## src/rtl/imem_loader.sv

```systemverilog
// Byte-stream instruction-memory loader: parses a big-endian length/payload/checksum
// stream, writes each 32-bit word to imem and releases the core once the image verifies.
module imem_loader #(
    parameter logic [31:0] BASE_ADDR = 32'h0000_0000,
    parameter int          MAX_WORDS = 256
) (
    input  logic        clk,
    input  logic        reset,
    input  logic        start,
    input  logic [7:0]  in_data,
    input  logic        in_valid,
    output logic        in_ready,
    output logic        imem_we,
    output logic [31:0] imem_addr,
    output logic [31:0] imem_wdata,
    output logic        cpu_hold,
    output logic        done,
    output logic        error
);

    typedef enum logic [2:0] {
        S_IDLE,
        S_LEN,
        S_DATA,
        S_CSUM,
        S_DONE,
        S_ERR
    } state_t;

    state_t      state_q, state_d;
    logic [1:0]  byte_cnt_q, byte_cnt_d;
    logic [31:0] len_q, len_d;
    logic [31:0] word_idx_q, word_idx_d;
    logic [23:0] word_q, word_d;
    logic [7:0]  csum_q, csum_d;
    logic        imem_we_q, imem_we_d;
    logic [31:0] imem_addr_q, imem_addr_d;
    logic [31:0] imem_wdata_q, imem_wdata_d;
    logic        cpu_hold_q, cpu_hold_d;
    logic        done_q, done_d;
    logic        error_q, error_d;
    logic        accept;

    always_ff @(posedge clk) begin
        if (reset) begin
            state_q      <= S_IDLE;
            byte_cnt_q   <= '0;
            len_q        <= '0;
            word_idx_q   <= '0;
            word_q       <= '0;
            csum_q       <= '0;
            imem_we_q    <= 1'b0;
            imem_addr_q  <= BASE_ADDR;
            imem_wdata_q <= '0;
            cpu_hold_q   <= 1'b1;
            done_q       <= 1'b0;
            error_q      <= 1'b0;
        end else begin
            state_q      <= state_d;
            byte_cnt_q   <= byte_cnt_d;
            len_q        <= len_d;
            word_idx_q   <= word_idx_d;
            word_q       <= word_d;
            csum_q       <= csum_d;
            imem_we_q    <= imem_we_d;
            imem_addr_q  <= imem_addr_d;
            imem_wdata_q <= imem_wdata_d;
            cpu_hold_q   <= cpu_hold_d;
            done_q       <= done_d;
            error_q      <= error_d;
        end
    end

    assign in_ready = (state_q == S_LEN) || (state_q == S_DATA) || (state_q == S_CSUM);
    assign accept   = in_valid && in_ready;

    always_comb begin
        state_d      = state_q;
        byte_cnt_d   = byte_cnt_q;
        len_d        = len_q;
        word_idx_d   = word_idx_q;
        word_d       = word_q;
        csum_d       = csum_q;
        imem_we_d    = 1'b0;
        imem_addr_d  = imem_addr_q;
        imem_wdata_d = imem_wdata_q;
        cpu_hold_d   = cpu_hold_q;
        done_d       = done_q;
        error_d      = error_q;

        case (state_q)
            S_IDLE: begin
                if (start) begin
                    state_d    = S_LEN;
                    byte_cnt_d = '0;
                    len_d      = '0;
                end
            end
            S_LEN: begin
                if (accept) begin
                    len_d      = {len_q[23:0], in_data};
                    byte_cnt_d = byte_cnt_q + 2'd1;
                    if (byte_cnt_q == 2'd3) begin
                        if ((len_d == 32'd0) || (len_d > 32'(MAX_WORDS))) begin
                            state_d = S_ERR;
                            error_d = 1'b1;
                        end else begin
                            state_d    = S_DATA;
                            word_idx_d = '0;
                            csum_d     = '0;
                        end
                    end
                end
            end
            S_DATA: begin
                if (accept) begin
                    word_d     = {word_q[15:0], in_data};
                    csum_d     = csum_q ^ in_data;
                    byte_cnt_d = byte_cnt_q + 2'd1;
                    if (byte_cnt_q == 2'd3) begin
                        // Write lands one cycle after the last byte; stream keeps flowing.
                        imem_we_d    = 1'b1;
                        imem_addr_d  = BASE_ADDR + (word_idx_q << 2);
                        imem_wdata_d = {word_q, in_data};
                        word_idx_d   = word_idx_q + 32'd1;
                        if (word_idx_q == len_q - 32'd1) begin
                            state_d = S_CSUM;
                        end
                    end
                end
            end
            S_CSUM: begin
                if (accept) begin
                    if (in_data == csum_q) begin
                        state_d    = S_DONE;
                        done_d     = 1'b1;
                        cpu_hold_d = 1'b0;
                    end else begin
                        state_d = S_ERR;
                        error_d = 1'b1;
                    end
                end
            end
            S_DONE, S_ERR: begin
                if (start) begin
                    state_d    = S_LEN;
                    cpu_hold_d = 1'b1;
                    done_d     = 1'b0;
                    error_d    = 1'b0;
                    byte_cnt_d = '0;
                    len_d      = '0;
                    word_idx_d = '0;
                    csum_d     = '0;
                end
            end
            default: state_d = S_IDLE;
        endcase
    end

    assign imem_we    = imem_we_q;
    assign imem_addr  = imem_addr_q;
    assign imem_wdata = imem_wdata_q;
    assign cpu_hold   = cpu_hold_q;
    assign done       = done_q;
    assign error      = error_q;

endmodule

```

## config.mk

```make
export PLATFORM = sky130hd
export DESIGN_NAME = imem_loader
export DESIGN_NICKNAME = d
export VERILOG_FILES = /design/src/rtl/imem_loader.sv
export SDC_FILE = /design/constraint.sdc
export NUM_CORES = 1
export LEC_CHECK = 0
export CAP_MARGIN = 0
export CELL_PAD_IN_SITES_DETAIL_PLACEMENT = 1
export CELL_PAD_IN_SITES_GLOBAL_PLACEMENT = 1
export CORE_ASPECT_RATIO = 1.5
export CORE_MARGIN = 2
export CORE_UTILIZATION = 38
export DETAILED_ROUTE_END_ITERATION = 10
export HOLD_SLACK_MARGIN = 0.02
export PLACE_DENSITY = 0.78
export SETUP_SLACK_MARGIN = 0.5
export SLEW_MARGIN = 20
export SYNTH_ARGS = -nofsm -noshare
export SYNTH_HDL_FRONTEND = slang
export SYNTH_SLANG_ARGS = --single-unit
```

## constraint.sdc

```tcl
create_clock -name clk -period 2.5 [get_ports clk]
set_input_delay 0.25 -clock clk [delete_from_list [all_inputs] [get_ports clk]]
set_output_delay 0.25 -clock clk [all_outputs]
set_load 0.1 [all_outputs]
```

**Layout detail**

Bar = 10 um. Window x 17 to 42, y 32 to 57 um. Cells in grey, sequential cells in the stronger grey; small squares are vias.
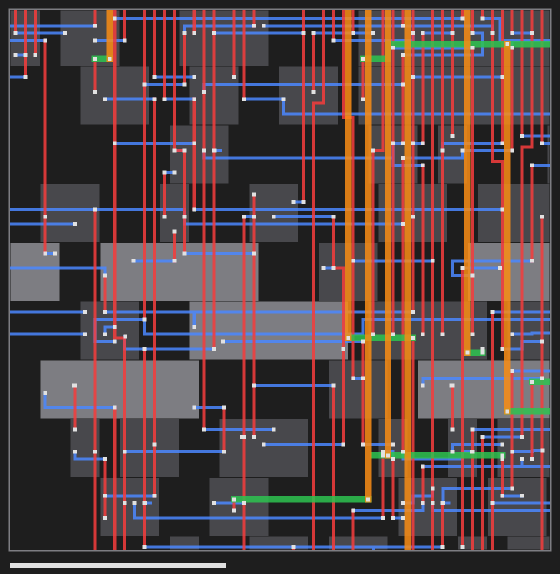
colour	layer
red	M2
green	M3
orange	M4
blue	M1
netlist names of flops here include	len_q (4)
sequential cells in the window	4
cells with their middle in the window	35
most frequent	buf_4 (9), a22oi_1 (5), nor2_1 (5)

**I/O nets highlighted**

Bar = 20 um.
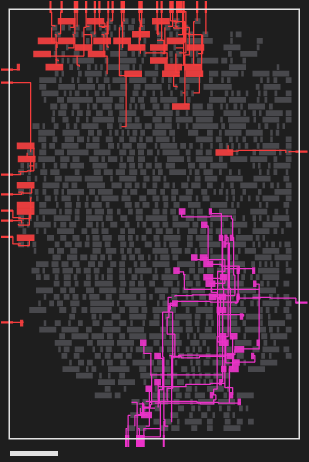
colour	port	bits	direction	edge	end cells	buffers	wire
red	imem_addr	32	output	23 top, 8 left, 1 right	32	30	800 um
magenta	in_data	8	input	7 bottom, 1 right	42	16	1230 um

==> results.txt <==
flow finished, numbers: outcome=complete, but fails checks, failing checks=negative setup slack, RR Endpoint=state_q[0], port bufs=78, Boundary Pins=81, post-route ant nets=0, largest net degree at the start of global routing=81, tool warning count=30, global-route wire length before repair=39450 um, Combinational Power Share=24.0%, FILL cells=2349, register share of total power=37.1%, combinational logic power=1810 uW, die area=0.02120 mm2, First-pass DRT Iterations=4, power share of the clock group=38.9%, maximum clock path buffer count=2, nets=1106, 1st-iter DRT viols=392, Setup Skew=0.007799 ns, asr flop ratio synth=0%, clock-pin transition on the worst setup and hold timing paths=0.07 ns, Top power group=the clock network, max_slew headroom=51.16%, Core ar.=0.01971 mm2, synthesized cell area=0.007612 mm2, P_seq=2790 uW, layout cells sized above 1=28.38%, Switching Share=31.17%, H-tree Lvls=4, DRC viols=0, Synth Seq Share=43.92%, r2r setup slk=-0.19 ns, Die Y=177.3 um, RSZ-0062 raised after global routing=yes, Post-synth EDFFs=0, Critical Path Start Type=register, setup bufs post-CTS=8, Inst Count DP=1315, wire length per cell=19.10 um, Yosys chip area=0.007612 mm2, Top-area cell share=43.92%, Reg2Reg Launch Point=len_q[19], crit path from=len_q[19], top cells, area=dfxtp_1 (44%), nand2_1 (11%), a21oi_1 (6.5%), xnor2_1 (5.6%), nor2_1 (4.0%), synthesized flop and latch total=167, post-synthesis area per instance=8.005 um2, CTS buffer count=17, CTS tree=yes, Hold Violations, Final=0, GRT Total Usage=23.82%, worst setup margin=-0.1918 ns, worst r2r path cells=9, Initial Utilization=38.63%, Worst EP arrival=3.07 ns, final wirelength=26030 um, crit path DRT=2.87 ns, vias in the first global route=7674, cts hold-fix bufs=0, diode count=0, cells after synthesis=951, non-filler cells, final=1363, max cap viols=0, Final GP Congestion=0.8780, Synth area leader=dfxtp_1, # setup viols final=41, Late-Pin Clk Latency=0.44 ns, drt via density=5.518, placed wire-length estimate=17370 um, Chip Width=119.6 um, type of the worst setup path=register to register, critical path endpoint category=register, CTS Sinks=167, Crit Path Max Fanout=6
**Register map, names as in the netlist**

Bar = 20 um. Other sequential cells in the stronger grey, the rest of the logic in the fainter grey.
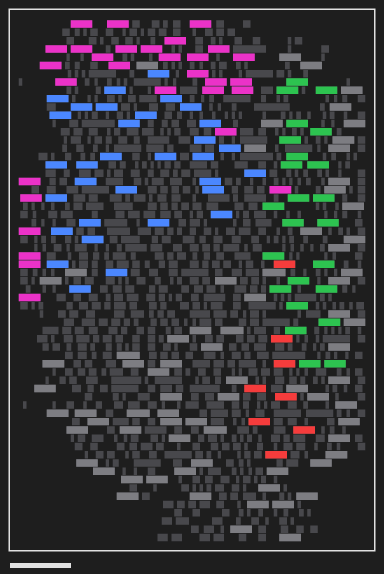
colour	netlist name	placed flops
blue	word_idx_q	32
magenta	imem_addr	30
green	word_q	24
red	csum_q	8
not coloured	73

**Gate families picked out**

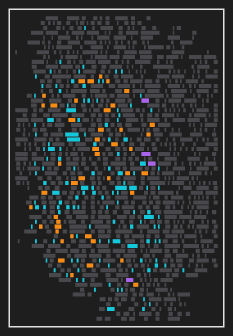
colour	family	cells
purple	fa/ha/maj cells	4
orange	and/or cells	44
cyan	nor cells	129

-- layout by cell type, fill, tap and decap left out, types with 5 or more instances in the layout --
cell type          n
nand2_1          200
buf_4            163
dfxtp_1          162
a21oi_1           95
nor2_1            79
xnor2_1           43
a22oi_1           34
xor2_1            32
clkbuf_16         18
nor3_1            16
nand4_1           15
nand2_4           12
nor4_1            11
buf_6             11
nand3_1           10
clkdlybuf4s50_1   10
inv_1              9
xnor2_2            6
nand2_2            6
buf_12             6
nor4_2             5
or3_4              5
or4_4              5
and3_1             5
dfxtp_2            5
-- worst max-delay path: stages (launching register included) --
cell     delay [ns]
dfxtp_2        0.33
or4_4          0.57
buf_4          0.16
or3_1          0.37
a21oi_1        0.19
a22oi_1        0.10
nor4_1         0.34
and4_4         0.35
o21ai_2        0.06
a21oi_1        0.14
-- cell usage after synthesis (4+ instances only) --
library cell / count
and4_1: 4
and2_1: 5
nand3_1: 12
nor3_1: 20
dfxtp_1: 167
nor2_1: 82
nand4_1: 15
a22oi_1: 35
nor4_1: 15
o21ai_0: 7
nand2_1: 218
buf_2: 4
clkbuf_1: 62
or2_2: 4
or4_1: 6
xor2_1: 32
inv_1: 9
buf_1: 5
and3_1: 9
o22ai_1: 4
xnor2_1: 49
a311oi_1: 4
ha_1: 4
a21oi_1: 99
or3_1: 9
-- flip-flops by register name, summed over array words and instances (netlist names), 2 cells and up --
| name | cells |
|---|---|
| len_q | 32 |
| imem_addr | 30 |
| state_q | 3 |
| imem_wdata | 32 |
| word_idx_q | 32 |
| byte_cnt_q | 2 |
| word_q | 24 |
| csum_q | 8 |
-- routing by layer --
layer  global-route usage (%)  wire [um]  vias to the layer above  share of wire (%)
li1                         -          -                     3529                  -
met1                    23.42       9656                     3728                 37
met2                    45.48      14270                      169                 55
met3                    4.338        727                       95                2.8
met4                    14.80       1376                        0                5.3
met5                        0          0                        -                  0
-- area by class of cell --
class,instances,area [um2],share of cell area [%]
multi-input cells,701,4384,42.18
inverters,10,42.54,0.4093
well taps,260,325.3,3.130
repair buffers,193,1640,15.78
flip-flops and latches,167,3349,32.23
clock inverters,14,212.7,2.046
clock buffers,18,439.2,4.225
-- cells by family after synthesis --
family          after synthesis  synth area share, %
other cells                   1              0.04926
simple gates                426                25.58
compound gates              187                15.93
xor+xnor                     81                9.320
fa+ha+maj                     4               0.6575
buf+inv                      85                4.553
flops                       167                43.92
-- worst min path at each step --
stage	slack, ns	cells past startpoint	startpoint	endpoint
floorplan	0.39	2	in_data[0]	word_q[0]
global placement	0.44	2	word_q[21]	imem_wdata[29]
detailed placement	0.45	2	word_q[19]	imem_wdata[27]
CTS	0.29	2	reset	len_q[31]
global route	0.33	2	reset	len_q[17]
finish	0.30	2	reset	len_q[5]
-- stage by stage --
step / instance area [um2] / hold slack (ns) / setup slack, ns / power (uW)
after floorplan: 7749 / 0.3860 / -0.03946 / 3876
after CTS: 10120 / 0.2930 / -0.1024 / 7450
after global placement: 9144 / 0.4397 / -0.5593 / 4372
after detailed placement: 9144 / 0.4458 / -0.6160 / 4410
after global routing: 10390 / 0.3271 / -0.2940 / 7807
final: 10390 / 0.2996 / -0.1918 / 7522
Power and IR drop assume default switching activity.
